--- src/rtl/rock_pkg.sv ---
// Shared definitions for the baby-rocker sequencer.
//   rockState_t      : sequencer states (HALT only reachable with the watchdog)
//   *_DEF            : default setpoint bounds, steps and window timing
//   satAdd / satSub  : clamped arithmetic on SAT_W-bit values
// Optional feature: ROCK_SCHED_WATCHDOG_EN (see rock_scheduler.sv).
package rock_pkg;

  typedef enum logic [2:0] {IDLE, EVAL, DECIDE, APPLY, HALT} rockState_t;

  localparam int FREQ_W_DEF      = 8;
  localparam int AMP_W_DEF       = 8;
  localparam int FREQ_MIN_DEF    = 16;
  localparam int FREQ_MAX_DEF    = 200;
  localparam int AMP_MIN_DEF     = 8;
  localparam int AMP_MAX_DEF     = 240;
  localparam int FREQ_INIT_DEF   = 64;
  localparam int AMP_INIT_DEF    = 64;
  localparam int FSTEP_DEF       = 4;
  localparam int ASTEP_DEF       = 8;
  localparam int HP_BASE_DEF     = 256;
  localparam int EVAL_CYCLES_DEF = 1024;
  localparam int STRESS_THR_DEF  = 256;

  // Consecutive stressed windows that trip the watchdog.
  localparam int WD_WINDOWS = 4;

  // Setpoints are widened to SAT_W bits before stepping, so any register
  // narrower than SAT_W can never wrap while being clamped.
  localparam int SAT_W = 17;

  function automatic logic [SAT_W-1:0] satAdd(input logic [SAT_W-1:0] value,
                                              input logic [SAT_W-1:0] step,
                                              input logic [SAT_W-1:0] hi);
    logic [SAT_W-1:0] sum;
    sum = value + step;
    return (sum > hi) ? hi : sum;
  endfunction

  // Compare before subtracting so the result never underflows.
  function automatic logic [SAT_W-1:0] satSub(input logic [SAT_W-1:0] value,
                                              input logic [SAT_W-1:0] step,
                                              input logic [SAT_W-1:0] lo);
    return (value < (lo + step)) ? lo : (value - step);
  endfunction

endpackage

--- src/rtl/rock_scheduler_swing_timer.sv ---
// swing_timer: reloadable half-period down-counter driving the swing direction.
//   clk, reset     : clock, synchronous active-high reset
//   run_i          : count this cycle
//   restart_i      : reload the counter (used while the sequencer is idle)
//   halfPeriod_i   : half-period length in cycles, captured at each reload
//   expire_o       : one-cycle strobe on the last cycle of a half-period
//   motorDir_o     : swing direction, toggles on every expiry
// With run_i and restart_i both low the counter and direction are frozen.
module swing_timer #(
  parameter int HP_W = 9
) (
  input  logic            clk,
  input  logic            reset,
  input  logic            run_i,
  input  logic            restart_i,
  input  logic [HP_W-1:0] halfPeriod_i,
  output logic            expire_o,
  output logic            motorDir_o
);

  logic [HP_W-1:0] cnt_q;
  logic            dir_q;

  assign expire_o   = run_i && (cnt_q == '0);
  assign motorDir_o = dir_q;

  // The count is loaded with halfPeriod-1 so that a half-period lasts
  // exactly halfPeriod running cycles; a changed half-period is only picked
  // up here, at the reload, never in the middle of a swing.
  always_ff @(posedge clk) begin
    if (reset) begin
      cnt_q <= '0;
      dir_q <= 1'b0;
    end else if (restart_i) begin
      cnt_q <= halfPeriod_i - HP_W'(1);
    end else if (run_i) begin
      if (expire_o) begin
        cnt_q <= halfPeriod_i - HP_W'(1);
        dir_q <= ~dir_q;
      end else begin
        cnt_q <= cnt_q - HP_W'(1);
      end
    end
  end

endmodule

--- src/rtl/rock_scheduler.sv ---
// rock_scheduler: sequencer for the baby-rocker control loop.
// Measures stress over fixed windows, steps the path-finder once per window
// and applies its commands to clamped frequency/amplitude setpoints while a
// swing timer rocks the motor.
//   clk, reset                   : clock, synchronous active-high reset
//   enable                       : run request (level)
//   stress                       : synchronised stress sensor
//   cmd_amin/cmd_fplus/cmd_fmin  : path-finder commands, sampled in APPLY
//   pf_step                      : one-cycle strobe to the path-finder
//   pf_flow                      : 1 = stress not decreasing vs last window
//   pf_stress                    : last window was stressed
//   freq, amp                    : setpoints to the motor driver
//   motor_dir                    : swing direction
//   busy                         : sequencer not idle
// Define ROCK_SCHED_WATCHDOG_EN to halt after WD_WINDOWS stressed windows in a row.
module rock_scheduler
  import rock_pkg::*;
#(
  parameter int FREQ_W      = FREQ_W_DEF,
  parameter int AMP_W       = AMP_W_DEF,
  parameter int FREQ_MIN    = FREQ_MIN_DEF,
  parameter int FREQ_MAX    = FREQ_MAX_DEF,
  parameter int AMP_MIN     = AMP_MIN_DEF,
  parameter int AMP_MAX     = AMP_MAX_DEF,
  parameter int FREQ_INIT   = FREQ_INIT_DEF,
  parameter int AMP_INIT    = AMP_INIT_DEF,
  parameter int FSTEP       = FSTEP_DEF,
  parameter int ASTEP       = ASTEP_DEF,
  parameter int HP_BASE     = HP_BASE_DEF,
  parameter int EVAL_CYCLES = EVAL_CYCLES_DEF,
  parameter int STRESS_THR  = STRESS_THR_DEF
) (
  input  logic              clk,
  input  logic              reset,
  input  logic              enable,
  input  logic              stress,
  input  logic              cmd_amin,
  input  logic              cmd_fplus,
  input  logic              cmd_fmin,
  output logic              pf_step,
  output logic              pf_flow,
  output logic              pf_stress,
  output logic [FREQ_W-1:0] freq,
  output logic [AMP_W-1:0]  amp,
  output logic              motor_dir,
  output logic              busy
);

  localparam int WIN_W = $clog2(EVAL_CYCLES);
  // One bit wider than the window counter so a fully stressed window fits.
  localparam int CNT_W = WIN_W + 1;
  localparam int HP_W  = $clog2(HP_BASE + 1);

  rockState_t        state_q;
  logic [WIN_W-1:0]  winCnt_q;
  logic [CNT_W-1:0]  stressCnt_q, stressCnt_d, prevCnt_q;
  logic [FREQ_W-1:0] freq_q, freq_d;
  logic [AMP_W-1:0]  amp_q, amp_d;
  logic              pfStep_q, pfFlow_q, pfStress_q;
  logic              lastWin, windowStressed;
  logic              swingRun, swingRestart;
  logic [HP_W-1:0]   halfPeriod;
  logic              unusedSwingExpire;

`ifdef ROCK_SCHED_WATCHDOG_EN
  logic [2:0]        stressRun_q;
`endif

  assign pf_step   = pfStep_q;
  assign pf_flow   = pfFlow_q;
  assign pf_stress = pfStress_q;
  assign freq      = freq_q;
  assign amp       = amp_q;
  assign busy      = (state_q != IDLE);

  assign lastWin        = (winCnt_q == WIN_W'(EVAL_CYCLES - 1));
  assign windowStressed = (stressCnt_d > CNT_W'(STRESS_THR));

  // The swing keeps going across the decision cycles; idle restarts it so a
  // fresh run always begins with a full half-period, HALT freezes it.
  assign swingRun     = (state_q == EVAL) || (state_q == DECIDE) || (state_q == APPLY);
  assign swingRestart = (state_q == IDLE);
  assign halfPeriod   = HP_W'(HP_BASE) - HP_W'(freq_q);

  swing_timer #(
    .HP_W(HP_W)
  ) u_swing (
    .clk         (clk),
    .reset       (reset),
    .run_i       (swingRun),
    .restart_i   (swingRestart),
    .halfPeriod_i(halfPeriod),
    .expire_o    (unusedSwingExpire),
    .motorDir_o  (motor_dir)
  );

  // Next-value arithmetic: the stress count sticks at all-ones, the setpoints
  // are stepped in SAT_W bits and clamped. Opposing freq commands cancel; a
  // down request on amp wins over the automatic up-step of a calm window.
  always_comb begin
    stressCnt_d = stressCnt_q;
    if (stress && (stressCnt_q != '1)) begin
      stressCnt_d = stressCnt_q + CNT_W'(1);
    end

    freq_d = freq_q;
    if (cmd_fplus && !cmd_fmin) begin
      freq_d = FREQ_W'(satAdd(SAT_W'(freq_q), SAT_W'(FSTEP), SAT_W'(FREQ_MAX)));
    end else if (cmd_fmin && !cmd_fplus) begin
      freq_d = FREQ_W'(satSub(SAT_W'(freq_q), SAT_W'(FSTEP), SAT_W'(FREQ_MIN)));
    end

    amp_d = amp_q;
    if (cmd_amin) begin
      amp_d = AMP_W'(satSub(SAT_W'(amp_q), SAT_W'(ASTEP), SAT_W'(AMP_MIN)));
    end else if (!pfStress_q) begin
      amp_d = AMP_W'(satAdd(SAT_W'(amp_q), SAT_W'(ASTEP), SAT_W'(AMP_MAX)));
    end
  end

  // Sequencer. The window verdict is registered on the last EVAL edge using
  // the count including that final cycle, so pf_step/pf_flow/pf_stress all
  // appear together in DECIDE. Dropping enable anywhere goes straight to
  // IDLE without touching the setpoints or prevCnt.
  always_ff @(posedge clk) begin
    if (reset) begin
      state_q     <= IDLE;
      winCnt_q    <= '0;
      stressCnt_q <= '0;
      prevCnt_q   <= '0;
      freq_q      <= FREQ_W'(FREQ_INIT);
      amp_q       <= AMP_W'(AMP_INIT);
      pfStep_q    <= 1'b0;
      pfFlow_q    <= 1'b0;
      pfStress_q  <= 1'b0;
`ifdef ROCK_SCHED_WATCHDOG_EN
      stressRun_q <= '0;
`endif
    end else begin
      pfStep_q <= 1'b0;
      case (state_q)
        IDLE: begin
          winCnt_q    <= '0;
          stressCnt_q <= '0;
          if (enable) state_q <= EVAL;
        end
        EVAL: begin
          if (!enable) begin
            state_q     <= IDLE;
            winCnt_q    <= '0;
            stressCnt_q <= '0;
          end else begin
            stressCnt_q <= stressCnt_d;
            if (lastWin) begin
              state_q    <= DECIDE;
              winCnt_q   <= '0;
              pfStress_q <= windowStressed;
              pfFlow_q   <= (stressCnt_d >= prevCnt_q);
              prevCnt_q  <= stressCnt_d;
              pfStep_q   <= 1'b1;
`ifdef ROCK_SCHED_WATCHDOG_EN
              if (!windowStressed) begin
                stressRun_q <= '0;
              end else if (stressRun_q != 3'(WD_WINDOWS)) begin
                stressRun_q <= stressRun_q + 3'd1;
              end
`endif
            end else begin
              winCnt_q <= winCnt_q + WIN_W'(1);
            end
          end
        end
        DECIDE: begin
          state_q <= enable ? APPLY : IDLE;
        end
        APPLY: begin
          winCnt_q    <= '0;
          stressCnt_q <= '0;
          if (!enable) begin
            state_q <= IDLE;
          end else begin
            freq_q  <= freq_d;
            amp_q   <= amp_d;
            state_q <= EVAL;
`ifdef ROCK_SCHED_WATCHDOG_EN
            if (stressRun_q == 3'(WD_WINDOWS)) begin
              amp_q   <= AMP_W'(AMP_MIN);
              state_q <= HALT;
            end
`endif
          end
        end
`ifdef ROCK_SCHED_WATCHDOG_EN
        HALT: begin
          if (!enable) begin
            state_q     <= IDLE;
            stressRun_q <= '0;
          end
        end
`endif
        default: state_q <= IDLE;
      endcase
    end
  end

endmodule

--- config.mk ---
export PLATFORM = sky130hd
export DESIGN_NAME = rock_scheduler
export DESIGN_NICKNAME = d
export VERILOG_FILES = /design/src/rtl/rock_pkg.sv /design/src/rtl/rock_scheduler_swing_timer.sv /design/src/rtl/rock_scheduler.sv
export SDC_FILE = /design/constraint.sdc
export NUM_CORES = 1
export LEC_CHECK = 0
export ABC_AREA = 0
export CAP_MARGIN = 20
export CORE_ASPECT_RATIO = 0.8
export CORE_MARGIN = 2
export CORE_UTILIZATION = 58
export DETAILED_ROUTE_END_ITERATION = 10
export DONT_BUFFER_PORTS = 1
export GPL_TIMING_DRIVEN = 0
export PLACE_DENSITY_LB_ADDON = 0.15
export SYNTH_ARGS = -nofsm -noshare
export SYNTH_HDL_FRONTEND = slang
export SYNTH_SLANG_ARGS = --single-unit
--- constraint.sdc ---
create_clock -name clk -period 2.75 [get_ports clk]
set_input_delay 0.4125 -clock clk [delete_from_list [all_inputs] [get_ports clk]]
set_output_delay 0.4125 -clock clk [all_outputs]
set_load 0.03 [all_outputs]
==> images/density.png <==
Drawn at 4 px/um. The die is cut into 9 by 8 equal tiles; dark blue is low, red is high, 0 to 100% covered.
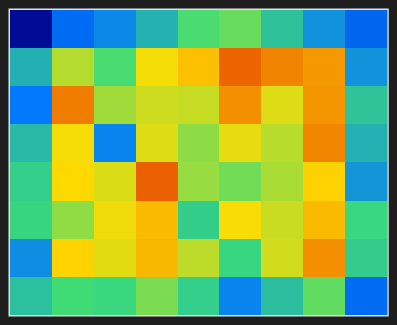
tiles over 75% full: 22%
fullest tile: 89%
mean over tiles: 57%
emptiest ninth of the die: top left
floorplan core density: 59.7%
share of the core filled with cells: 66.8%

==> images/met1.png <==
Drawn at 6 px/um. Supply wires on this layer in gray. Cells faint in the background.
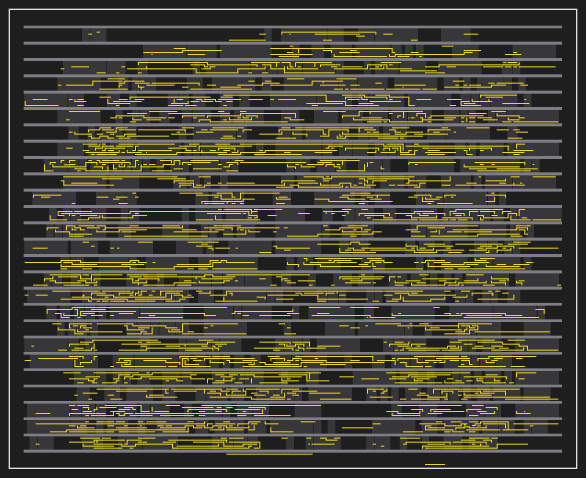
longest straight run: 32.7 um
wire length on this layer: 4,400 um
routed wire length: 9490 um
global-route met1 utilization: 37.4%

==> images/final_placement.png <==
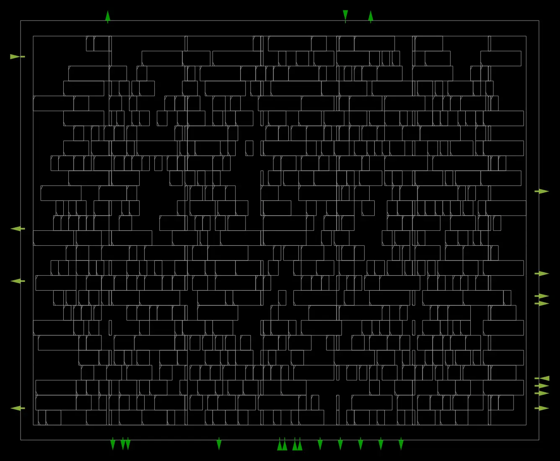
Final Instance Count excl. Fillers: 607
Flop Count: 58

==> images/drive_strength.png <==
Drawn at 4 px/um.
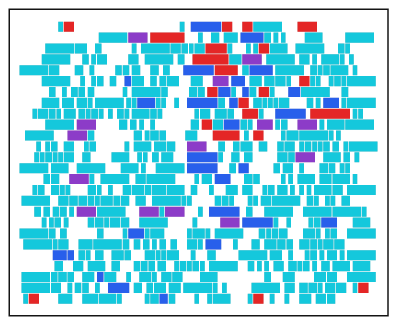
[red] drive 3 to 4 | cells: 21 | most used: buf_4
[cyan] drive 1 or less | cells: 459 | most used: nor2_1
[blue] drive 2 | cells: 29 | most used: dfxtp_2
[purple] drive 6 and up | cells: 14 | most used: clkbuf_8
synth-to-layout area growth: 11.9%
final design instance area without fill: 0.00424 mm^2
post-layout worst setup margin: 97.1 ps

==> flow.log <==
[metrics] run summary
[metrics] cell types with the highest counts after synthesis: 58 x sky130_fd_sc_hd__dfxtp_1, 56 x sky130_fd_sc_hd__nor2_1, 48 x sky130_fd_sc_hd__nand2_1
[metrics] number of warning messages in the yosys log: 0
[metrics] Antenna Nets Post-Route: 0
[metrics] combinational-cell power consumption: ~0.36 mW
[metrics] cell type group with the largest total delay on the critical path: AND-OR/OR-AND gates
[metrics] area figure in the yosys stat output: 0.00379 mm^2
[metrics] power drawn by the sequential cells: around 0.91 mW
[metrics] largest combinational cell category by area: AND-OR/OR-AND gates
[metrics] CTS-repair resized insts: 14
[metrics] worst path cell trace: buf_6 > and4_4 > buf_6 > nand2_2 > o21ai_4 > mux2_4 > ha_1 > a21oi_2 > o21ai_1 > maj3_2 > a2111oi_4 > nor2_1
[metrics] Hold Startpoint: reset
[metrics] synthesized-area fraction occupied by and/or/nand/nor cells: 25.3%
[metrics] Non-Clock Inverter Count: 28
[metrics] Regs by FF count: prevCnt_q (11), stressCnt_q (11), winCnt_q (10)
[metrics] Placed Instance Area: between 0.003 and 0.004 mm^2
[metrics] num ports: 28
[metrics] GR Layer Usage met3: about 6.3%
[metrics] data required time of the critical path: just under 3000 ps
[metrics] combinational power share: 17.8%
[metrics] pre-CTS worst setup slack: -272 ps
[metrics] CTS H-tree lvls: 3
[metrics] Remaining Overflow, GRT: 0
[metrics] fraction of area in multi-input gates: approximately 58%
[metrics] Die Height: 76.3 um
[metrics] first-pass GRT wire length: around 15,000 um
[metrics] Relative slew margins: a little over half
[metrics] Post-Synthesis Mean Instance Area: about 7.6 um^2
[metrics] transition time of the tightest slew-check pin: around 710 ps
[metrics] number of antenna violations at the first check in global routing: 0
[metrics] Cells after Synth: 497
[metrics] # diodes: 0
[metrics] worst clock skew on the final layout: just over 8 ps
[metrics] power consumption: approximately 2 mW
[metrics] timing-limited maximum frequency: around 0.38 GHz
[metrics] horizontal die dimension: 94.3 um
[metrics] capturing instance or port of the critical path: pf_flow
[metrics] M2 GR Usage: around 40%
[metrics] hold violation count in the final report: 0
[metrics] Yosys cell types: between 60 and 70
[metrics] status: complete, no violations
[metrics] Final Setup Violations: 0
[metrics] count leader, synth: sky130_fd_sc_hd__dfxtp_1
[metrics] area fraction in compound gates: roughly a quarter
[metrics] maximum number of pins on one net before global-route repair: 11
[metrics] number of cells on the worst reg-to-reg path: 12
[metrics] DRC violation count after routing: 0
[metrics] per-cell routed wire length: about 16 um
[metrics] buffer share of cell area: ~5.0%
[metrics] vias in the first global route: about 3,300
[metrics] VDD IR-drop max: roughly 0.43 mV
[metrics] final number of max-transition violations: 0
[metrics] Worst R2R End: pf_flow
[metrics] largest area contributor in the netlist: sky130_fd_sc_hd__dfxtp_1
[metrics] clock-pin slew reported for the worst setup and hold paths after clock tree synthesis: about 70 ps
[metrics] mi-comb count: 382
[metrics] number of filler instances in the final layout: 584
[metrics] TritonCTS clock tree: done
[metrics] most frequent cells in the layout: 56 x sky130_fd_sc_hd__nor2_1, 49 x sky130_fd_sc_hd__dfxtp_1, 47 x sky130_fd_sc_hd__nand2_1, 45 x sky130_fd_sc_hd__a21oi_1, 28 x sky130_fd_sc_hd__inv_1
[metrics] count of placed standard cells including taps: around 590
[metrics] sw power: roughly 0.61 mW
Power and IR drop assume default switching activity.
